[src/rtl/seq_word_serializer.sv]
// seq_word_serializer: one-word-buffered parallel-to-serial feeder for the sequence detector.
// Rev 1.0 - initial release.
`default_nettype none

module seq_word_serializer #(
   parameter int   WORD_W   = 8,
   parameter int   CNT_W    = 16,
   parameter logic IDLE_BIT = 1'b0
) (
   input  logic              clk,
   input  logic              reset_n,
   input  logic [WORD_W-1:0] in_data,
   input  logic              in_valid,
   output logic              in_ready,
   input  logic              msb_first,
   output logic              data_out,
   output logic              bit_valid,
   output logic              word_start,
   output logic [CNT_W-1:0]  word_count
);

   localparam int              BC_W     = (WORD_W > 1) ? $clog2(WORD_W) : 1;
   localparam logic [BC_W-1:0] LAST_BIT = BC_W'(WORD_W - 1);

   typedef enum logic {
      IDLE  = 1'b0,
      SHIFT = 1'b1
   } state_t;

   state_t            state;
   state_t            state_nxt;
   logic [WORD_W-1:0] hold_reg;
   logic              hold_full;
   logic              hold_msb;
   logic [WORD_W-1:0] shift_reg;
   logic              shift_msb;
   logic [BC_W-1:0]   bit_cnt;
   logic              load;
   logic              last_bit;
   logic              capture;

   // Capture and load are mutually exclusive: one needs an empty holder, the other a full one.
   assign capture = in_valid && !hold_full;

   always_ff @(posedge clk or negedge reset_n) begin
      if (!reset_n) state <= IDLE;
      else          state <= state_nxt;
   end

   always_comb begin
      state_nxt = state;
      load      = 1'b0;
      last_bit  = 1'b0;
      case (state)
         IDLE: begin
            if (hold_full) begin
               state_nxt = SHIFT;
               load      = 1'b1;
            end
         end
         SHIFT: begin
            if (bit_cnt == LAST_BIT) begin
               last_bit = 1'b1;
               if (hold_full) load      = 1'b1;
               else           state_nxt = IDLE;
            end
         end
         default: state_nxt = IDLE;
      endcase
   end

   always_ff @(posedge clk or negedge reset_n) begin
      if (!reset_n) begin
         hold_reg  <= '0;
         hold_msb  <= 1'b0;
         hold_full <= 1'b0;
      end else if (capture) begin
         hold_reg  <= in_data;
         hold_msb  <= msb_first;
         hold_full <= 1'b1;
      end else if (load) begin
         hold_full <= 1'b0;
      end
   end

   // Bit order travels with the word so a mid-word msb_first change cannot corrupt it.
   always_ff @(posedge clk or negedge reset_n) begin
      if (!reset_n) begin
         shift_reg <= '0;
         shift_msb <= 1'b0;
         bit_cnt   <= '0;
      end else if (load) begin
         shift_reg <= hold_reg;
         shift_msb <= hold_msb;
         bit_cnt   <= '0;
      end else if (state == SHIFT) begin
         bit_cnt   <= last_bit ? '0 : bit_cnt + 1'b1;
         shift_reg <= shift_msb ? {shift_reg[WORD_W-2:0], 1'b0}
                                : {1'b0, shift_reg[WORD_W-1:1]};
      end
   end

   always_ff @(posedge clk or negedge reset_n) begin
      if (!reset_n)      word_count <= '0;
      else if (last_bit) word_count <= word_count + 1'b1;
   end

   assign in_ready   = !hold_full;
   assign bit_valid  = (state == SHIFT);
   assign word_start = bit_valid && (bit_cnt == '0);
   assign data_out   = bit_valid ? (shift_msb ? shift_reg[WORD_W-1] : shift_reg[0]) : IDLE_BIT;

endmodule

`default_nettype wire

[config.mk]
export PLATFORM = sky130hd
export DESIGN_NAME = seq_word_serializer
export DESIGN_NICKNAME = d
export VERILOG_FILES = /design/src/rtl/seq_word_serializer.sv
export SDC_FILE = /design/constraint.sdc
export NUM_CORES = 1
export LEC_CHECK = 0
export ABC_AREA = 0
export CORE_ASPECT_RATIO = 2
export CORE_UTILIZATION = 35
export CTS_CLUSTER_SIZE = 24
export DETAILED_ROUTE_END_ITERATION = 10
export PLACE_DENSITY = 0.57
export SETUP_SLACK_MARGIN = 0.5
export SLEW_MARGIN = 15
export SYNTH_ARGS = -nofsm -noshare
export SYNTH_HDL_FRONTEND = slang
export SYNTH_SLANG_ARGS = --single-unit
[constraint.sdc]
create_clock -name clk -period 2.3 [get_ports clk]
set_input_delay 0.46 -clock clk [delete_from_list [all_inputs] [get_ports clk]]
set_output_delay 0.46 -clock clk [all_outputs]
set_load 0.02 [all_outputs]
==> results.txt, run 1 <==
Area share, top type: 53.83%
WL met2: 2.063 mm
Sw Share: 35.22%
Worst path required time: 1.84 ns
Yosys warnings: 0
Yosys Instances: 155
Synth top area cells: dfrtp_1 54%, mux2_2 12%, xnor2_1 5.3%
Clock Tree Root: clkbuf_8
Largest net degree at the start of global routing: 40
Initial antenna violation count: 0
DR vias/cell: 5.265
Die Y-Extent: 103.8 microns
CTS tree: built
Register bit total from synthesis: 39
Peak VDD IR: 0.7034 mV
Dpl ws: 0.4987 ns
Crit path DAT: 1.28 ns
P_sw: 0.0009175 W
CTS Buffer Depth: 2
Post-route DRC: 0
First-pass GRT wire length: 6.492 mm
Sequential standard cell area: 977.2 sq um
Fmax: 0.5762 GHz
Power per cell area: 1135 nW/um^2
Cell taking the most area after synthesis: dfrtp_1
Slew Limit Fails: 0
Xor/xnor share: 7.246%
Final period util: 75.45%
Outcome: finished, final reports clean
Crit-path slowest cell: clkdlybuf4s50_1
Placed insts: 243
Met3 Usage GRT: 4.112%
Placer Congestion: 0.7865
Syn Inst Count: 155
Clock buf count: 6
Uppermost routed layer: met4
Synthesized area per cell: 11.70 sq um
Maxcap violations: 0
RSZ-0062 raised after global routing: no
Die W: 52.89 microns
Seq pwr: 0.00114 W
# port buffers: 31
Post-synth area from yosys stat: 1813 sq um
GRT Util Overall: 16.22%
Fillers: 502
Pwr top: registers
**Run 1: metal 1**

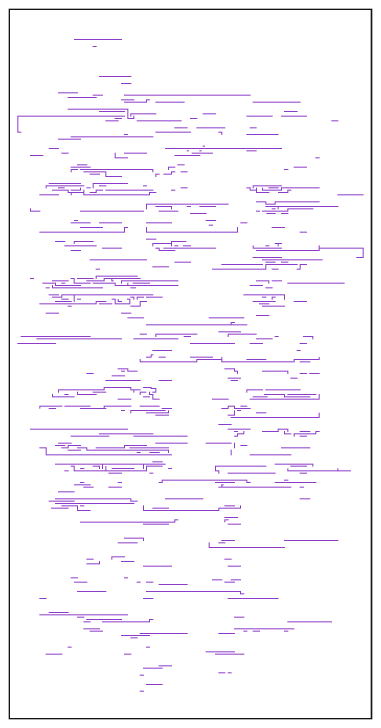
nets with wire on the layer: 170
longest straight run: 18.4 microns
wire length on this layer: 1440 microns
drt total wl: 3.811 mm
via count: 1311
M1 GR Usage: 17.33%

**Run 1: cell density map**

The die is cut into 5 by 10 equal tiles; white is low, dark blue is high, 0 to 100% covered.
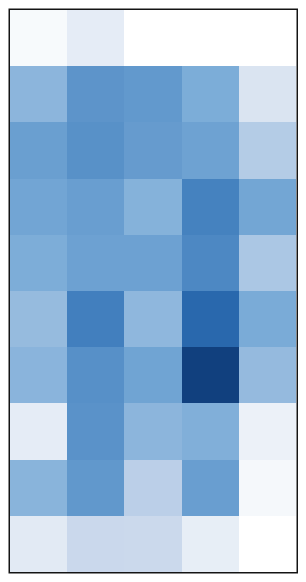
tiles over 75% full: 4.0%
mean over tiles: 41%
fullest tile: 94%
initial core utilization: 36.93%
Util after Layout: 46.76%
core area: 4910 sq um

**Run 1: M2 wires**

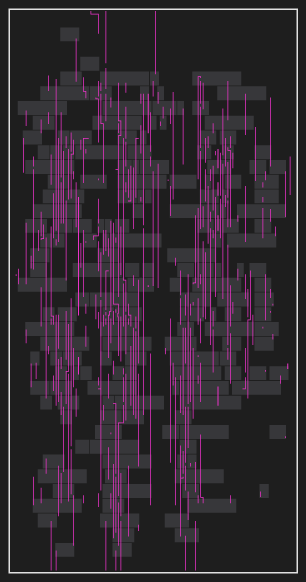
wire length on this layer: 2060 microns
longest straight run: 35.0 microns
met2 usage in global routing: 27.31%

**Run 1: placement view**

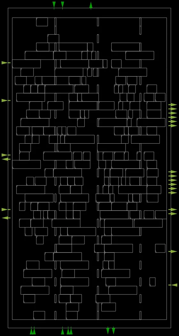
Row Count: 36
registers: 39
Cell Count, Final, Fillers Out: 249

==> run 2: changes to the inputs <==
- clock period: 2.3 -> 1.8 ns (I/O delays scaled with it)
**Run 2: placement view**

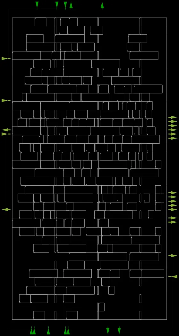
Fillers: 420
Util after Layout: 55.94%

==> results.txt, run 2 <==
Outcome: finished, final reports clean (unchanged)
Die Y-Extent: 103.8 microns (unchanged)
Placer Congestion: 0.7630 (was 0.7865)
Power per cell area: 1521 nW/um^2 (was 1135 nW/um^2)
Die W: 52.89 microns (unchanged)
Yosys Instances: 155 (unchanged)
Initial antenna violation count: 0 (unchanged)
P_sw: 0.001515 W (was 0.0009175 W)
Worst r2r path cells: 6 (unchanged)
Maxcap violations: 0 (unchanged)
Post-route DRC: 0 (unchanged)
CP Class: reg2out (unchanged)
Cell taking the most area after synthesis: dfrtp_1 (unchanged)
Min Clock Period, post-route: 1.617 ns
Register bit total from synthesis: 39 (unchanged)
Clk pwr share: 13.7% (was 16.2%)
Fmax: 0.6185 GHz
Slew Limit Fails: 0 (unchanged)
Clock buf count: 5 (was 6)
DR vias/cell: 5.320 (was 5.265)
Post-synth area from yosys stat: 1813 sq um (unchanged)
Met2 usage in global routing: 32.10% (was 27.31%)
Core area: 4910 sq um (unchanged)
# port buffers: 31 (unchanged)
Seq pwr: 0.00151 W (was 0.00114 W)
Row Count: 36 (unchanged)
M1 GR Usage: 16.27% (was 17.33%)
Cell Count, Final, Fillers Out: 284 (was 249)
RSZ-0062 raised after global routing: yes (was no)
Via count: 1511 (was 1311)
CTS Buffer Depth: 2 (unchanged)
Sequential standard cell area: 982.2 sq um (was 977.2 sq um)
Latency at later pin: 0.29 ns (about the same)
Yosys warnings: 0 (unchanged)
Worst path required time: 1.44 ns (was 1.84 ns)
Pwr top: combinational logic (was registers)
Xor/xnor share: 7.246% (unchanged)
Area share, top type: 53.83% (unchanged)
Top cells by count: 39 x dfrtp_1, 19 x mux2_2, 17 x nand2_1, 11 x xnor2_1 (unchanged)
Seq/total area: 35.76% (was 42.56%)
Dpl ws: 0.06113 ns (was 0.4987 ns)
Syn Inst Count: 155 (unchanged)
Final period util: 89.82%
Post-DP HPWL: 2.952 mm (was 2.788 mm)
Met3 Usage GRT: 3.671% (was 4.112%)
Peak VDD IR: 0.9735 mV (was 0.7034 mV)
Drt total wl: 4.941 mm (was 3.811 mm)
WL met2: 2.901 mm (was 2.063 mm)
First-pass GRT wire length: 7.044 mm (was 6.492 mm)
**Run 2: metal 1**

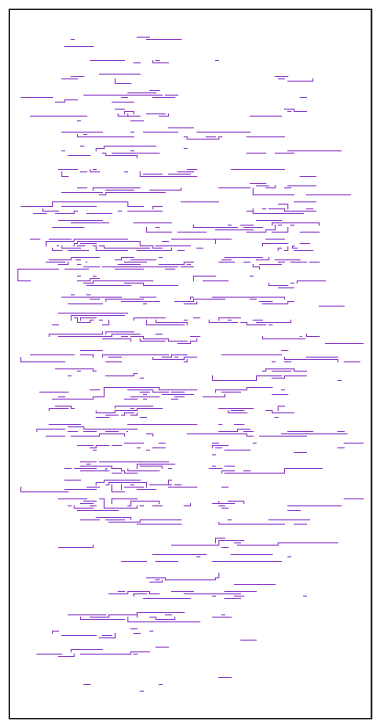
main direction: horizontal
share of all routed wire: 33%
wire length on this layer: 1650 microns

==> run 3: changes to the inputs <==
- CTS_BUF_LIST: default -> sky130_fd_sc_hd__clkbuf_16
**Run 3: metal 1**

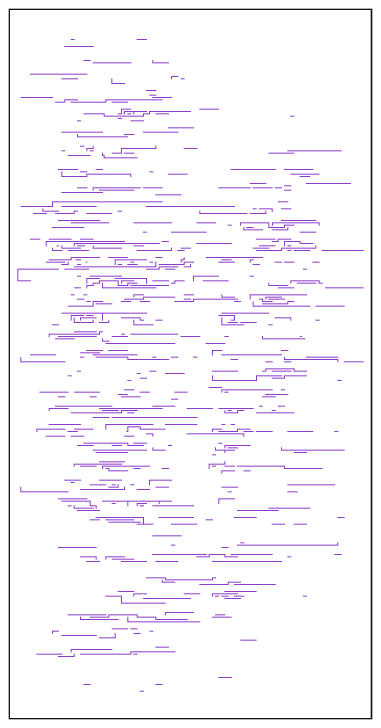
wire length on this layer: 1530 microns
longest straight run: 16.1 microns
nets with wire on the layer: 201
share of all routed wire: 31%
M1 GR Usage: 17.12%
drt total wl: 4.860 mm

==> results.txt, run 3 <==
Area share, top type: 53.83% (unchanged)
Fillers: 420 (unchanged)
Mux cell area share after synthesis: 15.67% (unchanged)
Final period util: 92.97% (was 89.82%)
Design Power: 0.004474 W (was 0.004177 W)
Critical path capture point: shift_msb (was word_start)
Cts bufs inserted: 5 (unchanged)
Routed length per instance: 17.30 microns (was 17.40 microns)
Yosys warnings: 0 (unchanged)
Power per cell area: 1601 nW/um^2 (was 1521 nW/um^2)
# port buffers: 31 (unchanged)
Outcome: finished, final reports clean (unchanged)
Die W: 52.89 microns (unchanged)
P_sw: 0.001562 W (was 0.001515 W)
Synthesized area per cell: 11.70 sq um (unchanged)
Dominant comb cell: multiplexers (unchanged)
Placed insts: 243 (unchanged)
Worst-Margin Slew: 0.3701 ns (was 0.3463 ns)
CP Capture Type: flop (was primary output)
Gate power share: 47.1% (was 50.0%)
Crit path DAT: 1.84 ns (was 1.26 ns)
First-pass GRT wire length: 7.072 mm (was 7.044 mm)
Maxcap violations: 0 (unchanged)
Most frequent cell after synthesis: dfrtp_1 (unchanged)
CTS tree: built (unchanged)
Floorplan Nets: 171 (unchanged)
Crit start category: flop (unchanged)
Dpl ws: 0.06113 ns (unchanged)
Xor/xnor share: 7.246% (unchanged)
Setup slack after layout: 0.1265 ns (was 0.1832 ns)
Starting DRT DRC Count: 16 (was 38)
Pwr top: combinational logic (unchanged)
DR vias/cell: 5.395 (was 5.320)
Max incr delay on CP: 0.42 ns (about the same)
WL met2: 2.822 mm (was 2.901 mm)
Final setup violation count: 0 (unchanged)
Cell taking the most area after synthesis: dfrtp_1 (unchanged)
Uppermost routed layer: met4 (unchanged)
Via count: 1516 (was 1511)
Post-synth area from yosys stat: 1813 sq um (unchanged)
Post-DP HPWL: 2.952 mm (unchanged)
Core area: 4910 sq um (unchanged)
Sw Share: 34.91% (was 36.26%)
H-tree levels: 2 (unchanged)
Initial core utilization: 36.93% (unchanged)
Layout Skew: 0.001702 ns (was 0.004273 ns)
Min Clock Period, post-route: 1.673 ns (was 1.617 ns)
Met3 Usage GRT: 4.552% (was 3.671%)
Hold slack: 0.4496 ns (was 0.4298 ns)
Cell Count, Final, Fillers Out: 281 (was 284)
Worst path required time: 1.96 ns (was 1.44 ns)
Slew Limit Fails: 0 (unchanged)
Latency at later pin: 0.28 ns (was 0.29 ns)
GRT Util Overall: 17.80% (was 17.74%)
# diodes: 0 (unchanged)
Syn Inst Count: 155 (unchanged)
Clk sinks: 39 (unchanged)
Peak VDD IR: 1.072 mV (was 0.9735 mV)
Post-route cell area: 2794 sq um (was 2746 sq um)
Clk pwr share: 18.8% (was 13.7%)
Clock buf count: 5 (unchanged)
Top cells by count: 39 x dfrtp_1, 19 x mux2_2, 17 x nand2_1, 11 x xnor2_1 (unchanged)
Largest net degree at the start of global routing: 40 (unchanged)
Die area: 5489 sq um (unchanged)
Logic inverters: 5 (unchanged)
Met2 usage in global routing: 31.56% (was 32.10%)
Crit-path slowest cell: dfrtp_1 (unchanged)
CP Class: reg2reg (was reg2out)
Area grow syn2layout: 54.11% (was 51.48%)
Row Count: 36 (unchanged)
CTS Buffer Depth: 2 (unchanged)
Yosys Instances: 155 (unchanged)
Yosys aoi share: 7.315% (unchanged)
Register bit total from synthesis: 39 (unchanged)
Initial antenna violation count: 0 (unchanged)
CTS Hold Bufs: 0 (unchanged)
RSZ-0062 raised after global routing: yes (unchanged)
Metal-1 WL: 1.527 mm (was 1.648 mm)
Post-route DRC: 0 (unchanged)
Synth top area cells: dfrtp_1 54%, mux2_2 12%, xnor2_1 5.3% (unchanged)
Buffering overhead: 20.06% (was 20.82%)
Die Y-Extent: 103.8 microns (unchanged)
Clock Tree Root: clkbuf_16 (was clkbuf_8)
Registers: 39 (unchanged)
Simple-Gate Fraction of Synth Area: 10.56% (unchanged)
Placer Congestion: 0.7630 (unchanged)
Fmax: 0.5976 GHz (was 0.6185 GHz)
Drt pass-1 iters: 4 (unchanged)
Worst r2r path cells: 8 (was 6)
Non-clk bufs: 66 (was 69)
**Run 3: where the registers sit**

Other sequential cells in the stronger gray, the rest of the logic in the fainter gray.
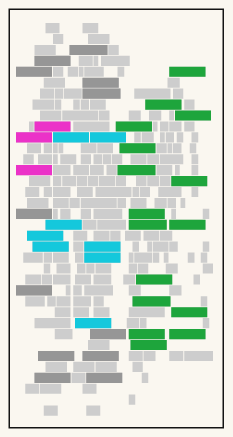
[`bit_cnt`] magenta | flops: 3
[`shift_reg`] cyan | flops: 8
[`word_count`] green | flops: 16
not colored: 12
sequential standard cell area: 982.2 sq um
Util after Layout: 56.91%
seq pwr: 0.00152 W
Seq/total area: 35.15%

Power figures rest on the tool's default switching activity, not on a simulated workload.
